===== config.mk =====
export PLATFORM = sky130hd
export DESIGN_NAME = dct_row_loader
export DESIGN_NICKNAME = d
export VERILOG_FILES = /design/src/rtl/dct_row_loader.sv
export SDC_FILE = /design/constraint.sdc
export NUM_CORES = 1
export LEC_CHECK = 0
export ABC_AREA = 1
export CAP_MARGIN = 25
export CORE_UTILIZATION = 25
export DETAILED_ROUTE_END_ITERATION = 16
export GPL_TIMING_DRIVEN = 1
export SYNTH_ARGS = -nofsm -noshare
export SYNTH_HDL_FRONTEND = slang
export SYNTH_SLANG_ARGS = --single-unit

===== constraint.sdc =====
create_clock -name clk -period 2.2 [get_ports clk]
set_input_delay 0.22 -clock clk [delete_from_list [all_inputs] [get_ports clk]]
set_output_delay 0.22 -clock clk [all_outputs]
set_load 0.01 [all_outputs]

===== src/rtl/dct_row_loader.sv =====
// dct_row_loader: gathers eight serial 8-bit pixels into one parallel row a..h for the DCT butterflies.
// Latency: the row is presented (row_valid, a..h) in the cycle after the 8th-pixel accept; one row per 8 cycles sustained.
// Backpressure: pix_ready drops only when the 8th pixel is offered while a presented row is not being consumed.
//
// Ports:
//   clk, rst_n            single clock, synchronous active-low reset
//   pix_in/pix_valid/pix_ready   serial pixel input handshake
//   a..h                  row samples 0..7 in arrival order (registered)
//   row_valid/row_ready   row output handshake
//   row_idx               index 0..7 of the presented row within its 8x8 block
//   block_last            presented row is the last row of its block
// Build option: define DCT_LEVEL_SHIFT_EN to store pixels level-shifted (pix_in ^ 8'h80, signed -128..127).

module dct_row_loader (
  input  logic       clk,
  input  logic       rst_n,
  input  logic [7:0] pix_in,
  input  logic       pix_valid,
  output logic       pix_ready,
  output logic [7:0] a,
  output logic [7:0] b,
  output logic [7:0] c,
  output logic [7:0] d,
  output logic [7:0] e,
  output logic [7:0] f,
  output logic [7:0] g,
  output logic [7:0] h,
  output logic       row_valid,
  input  logic       row_ready,
  output logic [2:0] row_idx,
  output logic       block_last
);

  typedef enum logic {
    S_EMPTY = 1'b0,
    S_FULL  = 1'b1
  } state_t;

  state_t     state;
  state_t     state_nxt;
  logic [2:0] cnt;
  logic [7:0] stage [0:6];
  logic [7:0] pix_store;
  logic       accept;
  logic       last_accept;
  logic       handoff;

`ifdef DCT_LEVEL_SHIFT_EN
  // Flipping the MSB is the same as subtracting 128 and reading the byte as two's complement.
  assign pix_store = pix_in ^ 8'h80;
`else
  assign pix_store = pix_in;
`endif

  assign row_valid   = (state == S_FULL);
  assign handoff     = row_valid && row_ready;
  // Pixels 0..6 always have a staging slot; only the row-completing pixel needs the output register free.
  assign pix_ready   = !((cnt == 3'd7) && row_valid && !row_ready);
  assign accept      = pix_valid && pix_ready;
  assign last_accept = accept && (cnt == 3'd7);
  assign block_last  = row_valid && (row_idx == 3'd7);

  always_comb begin
    state_nxt = state;
    case (state)
      S_EMPTY: if (last_accept) state_nxt = S_FULL;
      // A handoff coinciding with a new row completion keeps the register full with the new row.
      S_FULL:  if (handoff && !last_accept) state_nxt = S_EMPTY;
      default: state_nxt = S_EMPTY;
    endcase
  end

  always_ff @(posedge clk) begin
    if (!rst_n) begin
      state   <= S_EMPTY;
      cnt     <= 3'd0;
      row_idx <= 3'd0;
      for (int i = 0; i < 7; i++) stage[i] <= 8'h00;
      a <= 8'h00;
      b <= 8'h00;
      c <= 8'h00;
      d <= 8'h00;
      e <= 8'h00;
      f <= 8'h00;
      g <= 8'h00;
      h <= 8'h00;
    end else begin
      state <= state_nxt;
      if (accept) begin
        cnt <= cnt + 3'd1;
      end
      for (int i = 0; i < 7; i++) begin
        if (accept && (cnt == 3'(i))) stage[i] <= pix_store;
      end
      // The 8th pixel bypasses staging and goes straight to h.
      if (last_accept) begin
        a <= stage[0];
        b <= stage[1];
        c <= stage[2];
        d <= stage[3];
        e <= stage[4];
        f <= stage[5];
        g <= stage[6];
        h <= pix_store;
      end
      if (handoff) begin
        row_idx <= row_idx + 3'd1;
      end
    end
  end

endmodule


==> run summary, run 1 <==
fresh numbers from the pnr run: outcome finished, final reports clean, nets@finish roughly 840, IO Count 82, Slew Viols, Final 0, worst-path cell chain ha_1 -> ha_2 -> nand3_4 -> dlygate4sd2_1, comb. cell area between 0.0015 and 0.002 mm^2, Crit. End Element primary output, H-tree depth 4, CTS tree yes, first-pass GRT wire length around 22000 um, yosys cell count ~740, dominant cells by area after synthesis edfxtp_1 (29%), dfxtp_1 (25%), inv_1 (13%), post-detailed-route count of antenna-violating nets 0, die height about 150 um, gr ovfl total 0, OpenROAD warnings 30, unrepaired setup endpoints after global routing false, Max clock buf depth 2, CP Buf/Inv Count 1, gpl congestion between 0.7 and 0.8, TritonCTS buffer count 17, leak pwr about 0.0033 uW, register area just over 0.003 mm^2, fraction of layout cells with a size suffix above 1 7.84%, largest net degree at the start of global routing 38, crit share post-route a little over 90%, Synth Area per Inst slightly below 8 um^2, Cell Area, Synth roughly 0.0058 mm^2, FMAX roughly 500 MHz, root buffer cell clkbuf_16, Die Area roughly 0.024 mm^2, DR WL/cell 12.2 um, number of remaining DRC errors 0, Setup Skew slightly below 0.008 ns, Rows ~55, Die X 154 um
run 1: flip-flops by register name, summed over array words and instances (netlist names):
register and count:
a 8, b 8, c 8, cnt 3, d 8, e 8, f 8, g 8
h 8, row_idx 3, row_valid 1, stage 56
run 1: power by group:
group          switching, uW  internal, uW
registers               29.0          2540
logic                    207          99.7
clock network           1030          1760
total                   1270          4400
run 1: worst reg2reg max path, stage by stage (launching register included):
cell     delay (ns)
dfxtp_1        0.39
ha_1           0.21
ha_2           0.23
buf_4          0.31
nand3_2        0.12
buf_4          0.26
nand2_1        0.12
inv_1          0.04
nor2_1         0.10
run 1: worst paths after layout:
path                                 start    endpoint  slack (ns)  depth (start not counted)
worst max register to register      cnt[0]        e[0]        0.35                          8
worst min register to register  row_idx[0]  row_idx[0]        0.49                          2
worst max-delay path                cnt[0]   pix_ready        0.19                          4
worst min-delay path                 rst_n        d[3]        0.27                          3
run 1: through the flow:
| step | setup slack (ns) | power, uW | utilization [%] | std cells | hold WS, ns |
|---|---|---|---|---|---|
| floorplan | 0.0359 | 2810 | - | 738 | 0.434 |
| global placement | 0.288 | 2920 | 30.2 | 1082 | 0.477 |
| detailed placement | 0.261 | 2930 | 30.2 | 1082 | 0.475 |
| CTS | 0.162 | 5740 | 32.8 | 1114 | 0.254 |
| global route | 0.0822 | 5880 | 32.8 | 1114 | 0.281 |
| finish | 0.194 | 5670 | 32.8 | 1114 | 0.272 |
run 1: cells in the final DEF, fill, tap and decap left out:
| master | instances |
|---|---|
| a21oi_1 | 4 |
| clkinv_2 | 3 |
| clkinv_4 | 1 |
| ha_2 | 1 |
| clkbuf_16 | 17 |
| ha_1 | 7 |
| nand3_2 | 2 |
| buf_2 | 2 |
| edfxtp_1 | 56 |
| buf_4 | 19 |
| nand4_2 | 5 |
| nand3_4 | 1 |
| o21ai_0 | 4 |
| nand2_2 | 1 |
| dfxtp_1 | 71 |
| bufinv_16 | 3 |
| nand2_1 | 149 |
| clkinv_1 | 4 |
| inv_2 | 7 |
| nor2_1 | 119 |
| clkbuf_1 | 2 |
| clkinvlp_4 | 3 |
| dlygate4sd2_1 | 1 |
| inv_1 | 201 |
| clkdlybuf4s50_1 | 78 |
| nand4_1 | 64 |
| nand3_1 | 4 |
run 1: per-layer routing:
layer	GRT usage (%)	share of wire, %	wire length [um]
met1	15.4	47	6460
met2	19.0	45	6130
met3	3.50	5.2	715
met4	5.47	2.3	313
met5	0	0	0
run 1: timing repair:
action | CTS | global route
hold buffers | 0 | 0
setup endpoints to repair | 1 | 0
buffers inserted | 0 | 0
resized | 2 | 0
run 1: cell type report:
| cell class | count | area share, % |
|---|---|---|
| Clock inverter | 13 | 1.98 |
| Sequential cell | 127 | 41.7 |
| Multi-Input combinational cell | 361 | 22.5 |
| Clock buffer | 19 | 5.82 |
| Timing Repair Buffer | 100 | 12.7 |
| Inverter | 209 | 10.5 |
| Tap cell | 285 | 4.79 |
run 1: logic make-up after synthesis:
family | Yosys count | synth area share [%]
AOI/OAI and AO/OA | 8 | 0.691
adders and majority gates | 8 | 1.73
DFF | 127 | 53.5
buffers and inverters | 250 | 17.8
and+or+nand+nor | 345 | 26.3
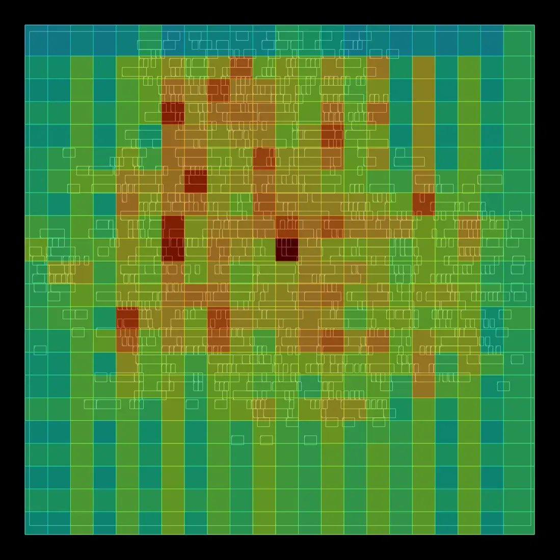
*Routing congestion, run 1*
aggregate global-route resource usage: 12.1%
met1 Usage GRT: 15.4%
Layout Utilization: 32.8%
grt met2 use: 19.0%

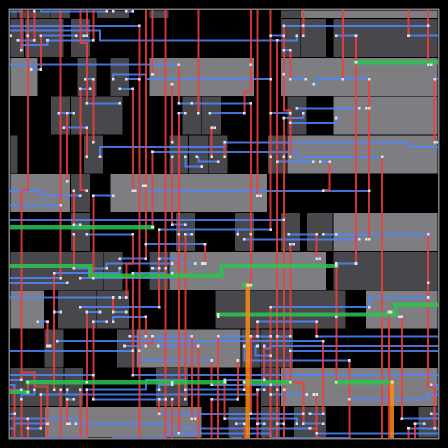
*Close-up of the layout, run 1*
Window x 62 to 92, y 93 to 123 um. Cells in grey, sequential cells in the stronger grey; small squares are vias.
layer	colour
met2	red
met4	orange
met3	green
met1	blue
sequential cells in the window	11
most frequent	nor2_1 (11), inv_1 (11), edfxtp_1 (8)
cells with their middle in the window	55
netlist names of flops here include	stage (8)

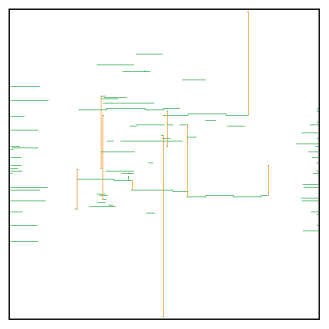
*Wiring by layer, run 1*
Drawn at 2 px/um. Two of the layers only.
layer	colour	wire length
met3	green	715 um
met4	orange	314 um

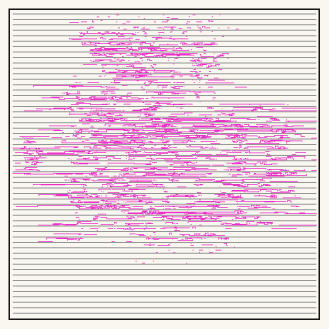
*The metal 1 layer, run 1*
Drawn at 2 px/um. Supply wires on this layer in grey.
share of all routed wire	47%
main direction	horizontal
longest straight run	38.2 um
nets with wire on the layer	784

==> run 2, diff against run 1 <==
Settings changed: TNS_END_PERCENT from default to 20.
==> run summary, run 2 <==
fresh numbers from the pnr run: first-pass GRT wire length 22300 um (unchanged), Slew Viols, Final 0 (unchanged), Setup Skew 0.00768 ns (unchanged), gpl congestion 0.756 (unchanged), DR WL/cell 12.2 um (unchanged), Crit. End Element primary output (unchanged), dominant cells by area after synthesis edfxtp_1 (29%), dfxtp_1 (25%), inv_1 (13%) (unchanged), Cell Area, Synth 0.00580 mm^2 (unchanged), leak pwr 0.00333 uW (unchanged), cts repair resizes 2 (unchanged), worst r2r path cells 8 (unchanged), CTS Hold Bufs 0 (unchanged), reg-to-reg critical path endpoint e[0] (unchanged), fraction of layout cells with a size suffix above 1 7.84% (unchanged), synthesized-area fraction occupied by adder cells 1.73% (unchanged), CTS tree yes (unchanged), worst setup margin 0.194 ns (unchanged), aggregate global-route resource usage 12.1% (unchanged), Post-CTS Setup Bufs 0 (unchanged), mux share 0% (unchanged), Reg2Reg Setup Slack 0.35 ns (about the same), number of remaining DRC errors 0 (unchanged), max reg flops 56 (unchanged), OpenROAD warnings 30 (unchanged), Top Layout Cells inv_1 (201), nand2_1 (149), nor2_1 (119) (unchanged), Placement Setup Slack 0.261 ns (unchanged), outcome finished, final reports clean (unchanged), Rows 55 (unchanged), Compound Share, Synth 0.691% (unchanged), FMAX 498 MHz (unchanged), xor/xnor cell area share of the yosys netlist 0% (unchanged), Hold Crit Depth 3 (unchanged), post-detailed-route count of antenna-violating nets 0 (unchanged), Most flops, register stage (unchanged), Synth Area per Inst 7.86 um^2 (unchanged), final std cells w/o fill 1114 (unchanged), largest net degree at the start of global routing 38 (unchanged), most frequent logic cell in the layout inv_1 (unchanged), WHS Endpoint d[3] (unchanged), root buffer cell clkbuf_16 (unchanged), yosys cell count 738 (unchanged), DP Cell Count 1082 (unchanged), WHS 0.272 ns (unchanged), gr ovfl total 0 (unchanged), die height 154 um (unchanged), Max clock buf depth 2 (unchanged)
==> run 2: per-layer routing <==
| layer | up-vias | global-route usage, % | part of all wire (%) |
|---|---|---|---|
| li1 | 2362 | - | - |
| met5 | - | 0 | 0 |
| met1 | 2022 | 15.4 | 47 |
| met2 | 121 | 19.0 | 45 |
| met3 | 20 | 3.50 | 5.2 |
| met4 | 0 | 5.47 | 2.3 |
==> run 2: worst max path at each step <==
stage,depth (start not counted),from,to
finish,4,cnt[0],pix_ready
global route,4,cnt[0],pix_ready
CTS,4,cnt[0],pix_ready
detailed placement,5,cnt[0],stage[3][2]
global placement,4,row_ready,pix_ready
floorplan,6,cnt[0],stage[6][0]
==> run 2: critical path: stages (launching register included) <==
cell and delay [ns]:
dfxtp_1 0.39, ha_1 0.21, ha_2 0.22, nand3_4 0.19, dlygate4sd2_1 0.36
==> run 2: report_power, final <==
part	internal [uW]	switching (uW)	leakage, uW	total [uW]
Combinational	99.7	207	0.00190	307
Clock	1760	1030	0.000275	2800
Sequential	2540	29.0	0.00116	2570
Total	4400	1270	0.00333	5670
==> run 2: through the flow <==
stage / util [%] / power [uW] / area, um^2
after global placement: 30.2 / 2920 / 6860
final: 32.8 / 5670 / 7440
after CTS: 32.8 / 5740 / 7440
after floorplan: - / 2810 / 5800
after detailed placement: 30.2 / 2930 / 6860
after global routing: 32.8 / 5880 / 7440
==> run 2: layout make-up <==
class	instances	area [um^2]
clock buffer	19	433
clock inverter	13	148
fill	2392	15300
inverter	209	785
multi-input combinational	361	1680
sequential	127	3100
tap	285	357
timing repair buffer	100	942
==> run 2: logic make-up (layout without fill, tap and decap cells) <==
| logic type | after synthesis | after routing |
|---|---|---|
| AND-OR/OR-AND | 8 | 8 |
| adder cells (fa/ha/maj) | 8 | 8 |
| AND/OR/NAND/NOR | 345 | 345 |
| buffers and inverters | 250 | 341 |
| flip-flops | 127 | 127 |
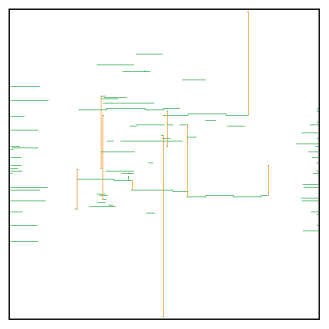
*Wiring by layer, run 2*
Drawn at 2 px/um. Two of the layers only.
layer	colour	wire length
met3	green	715 um
met4	orange	314 um

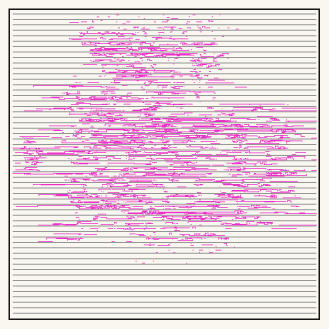
*The metal 1 layer, run 2*
Drawn at 2 px/um. Supply wires on this layer in grey.
nets with wire on the layer	784
share of all routed wire	47%
wire length on this layer	6460 um

==> run 3, diff against run 2 <==
Settings changed: CORE_MARGIN from default to 1.
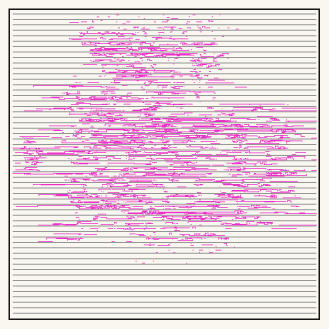
*The metal 1 layer, run 3*
Drawn at 2 px/um. Supply wires on this layer in grey.
nets with wire on the layer	784
longest straight run	38.2 um
share of all routed wire	47%

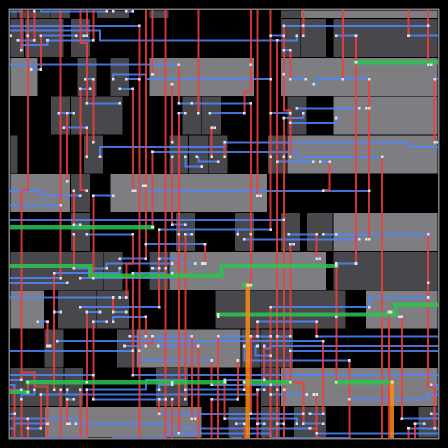
*Close-up of the layout, run 3*
Window x 62 to 92, y 93 to 123 um. Cells in grey, sequential cells in the stronger grey; small squares are vias.

==> run summary, run 3 <==
fresh numbers from the pnr run: outcome finished, final reports clean (unchanged), Cell Area, Synth 0.00580 mm^2 (unchanged), max reg flops 56 (unchanged), die height 154 um (unchanged), gr ovfl total 0 (unchanged), gpl congestion 0.756 (unchanged), Max clock buf depth 2 (unchanged), crit share post-route 91.2% (unchanged), largest net degree at the start of global routing 38 (unchanged), fraction of layout cells with a size suffix above 1 7.84% (unchanged), nets@finish 836 (unchanged), Crit. End Element primary output (unchanged), CTS tree yes (unchanged), leak pwr 0.00333 uW (unchanged), aggregate global-route resource usage 12.1% (unchanged), most frequent logic cell in the layout inv_1 (unchanged), TritonCTS buffer count 17 (unchanged), FMAX 498 MHz (unchanged), Most flops, register stage (unchanged), final std cells w/o fill 1114 (unchanged)
==> run 3: cell counts after synthesis <==
Identical to the previous run, type by type.
==> run 3: area by class of cell <==
| class | instances | area, um^2 |
|---|---|---|
| multi-input combinational | 361 | 1680 |
| timing repair buffer | 100 | 942 |
| tap | 285 | 357 |
| fill | 2392 | 15300 |
| inverter | 209 | 785 |
| sequential | 127 | 3100 |
| clock inverter | 13 | 148 |
| clock buffer | 19 | 433 |
==> run 3: worst paths after layout <==
path / cells past startpoint / to / from / slack (ns)
max: 4 / pix_ready / cnt[0] / 0.19
min reg2reg: 2 / row_idx[0] / row_idx[0] / 0.49
min: 3 / d[3] / rst_n / 0.27
max reg2reg: 8 / e[0] / cnt[0] / 0.35
==> run 3: per-layer routing <==
metal  vias to the layer above  track usage, %  wire, um
li1                       2362               -         -
met1                      2022            15.4      6460
met2                       121            19.0      6130
met3                        20            3.50       715
met4                         0            5.47       313
met5                         -               0         0
==> run 3: timing repair <==
action	in CTS	in global routing
endpoints found under the setup margin	1	0
setup buffers	0	0
resized	2	0
==> run 3: stage by stage <==
| stage | util (%) | worst slack (ns) | power, uW |
|---|---|---|---|
| 3_3_place_gp | 30.2 | 0.288 | 2920 |
| 2_1_floorplan | - | 0.0359 | 2810 |
| 4_1_cts | 32.8 | 0.162 | 5740 |
| 6_report | 32.8 | 0.194 | 5670 |
| 5_1_grt | 32.8 | 0.0822 | 5880 |
| 3_5_place_dp | 30.2 | 0.261 | 2930 |
==> run 3: cell families after synthesis <==
| logic type | after synthesis | synth area share (%) |
|---|---|---|
| AND-OR/OR-AND | 8 | 0.691 |
| adder cells (fa/ha/maj) | 8 | 1.73 |
| buffers and inverters | 250 | 17.8 |
| flip-flops | 127 | 53.5 |
| AND/OR/NAND/NOR | 345 | 26.3 |
==> run 3: report_power, final <==
group | total (uW) | internal, uW | leakage [uW] | switching, uW
logic | 307 | 99.7 | 0.00190 | 207
registers | 2570 | 2540 | 0.00116 | 29.0
clock network | 2800 | 1760 | 0.000275 | 1030
==> run 3: worst max-delay path, stage by stage, from the launching register on <==
cell and delay [ns]:
dfxtp_1 0.39, ha_1 0.21, ha_2 0.22, nand3_4 0.19, dlygate4sd2_1 0.36
Power figures rest on the tool's default switching activity, not on a simulated workload.
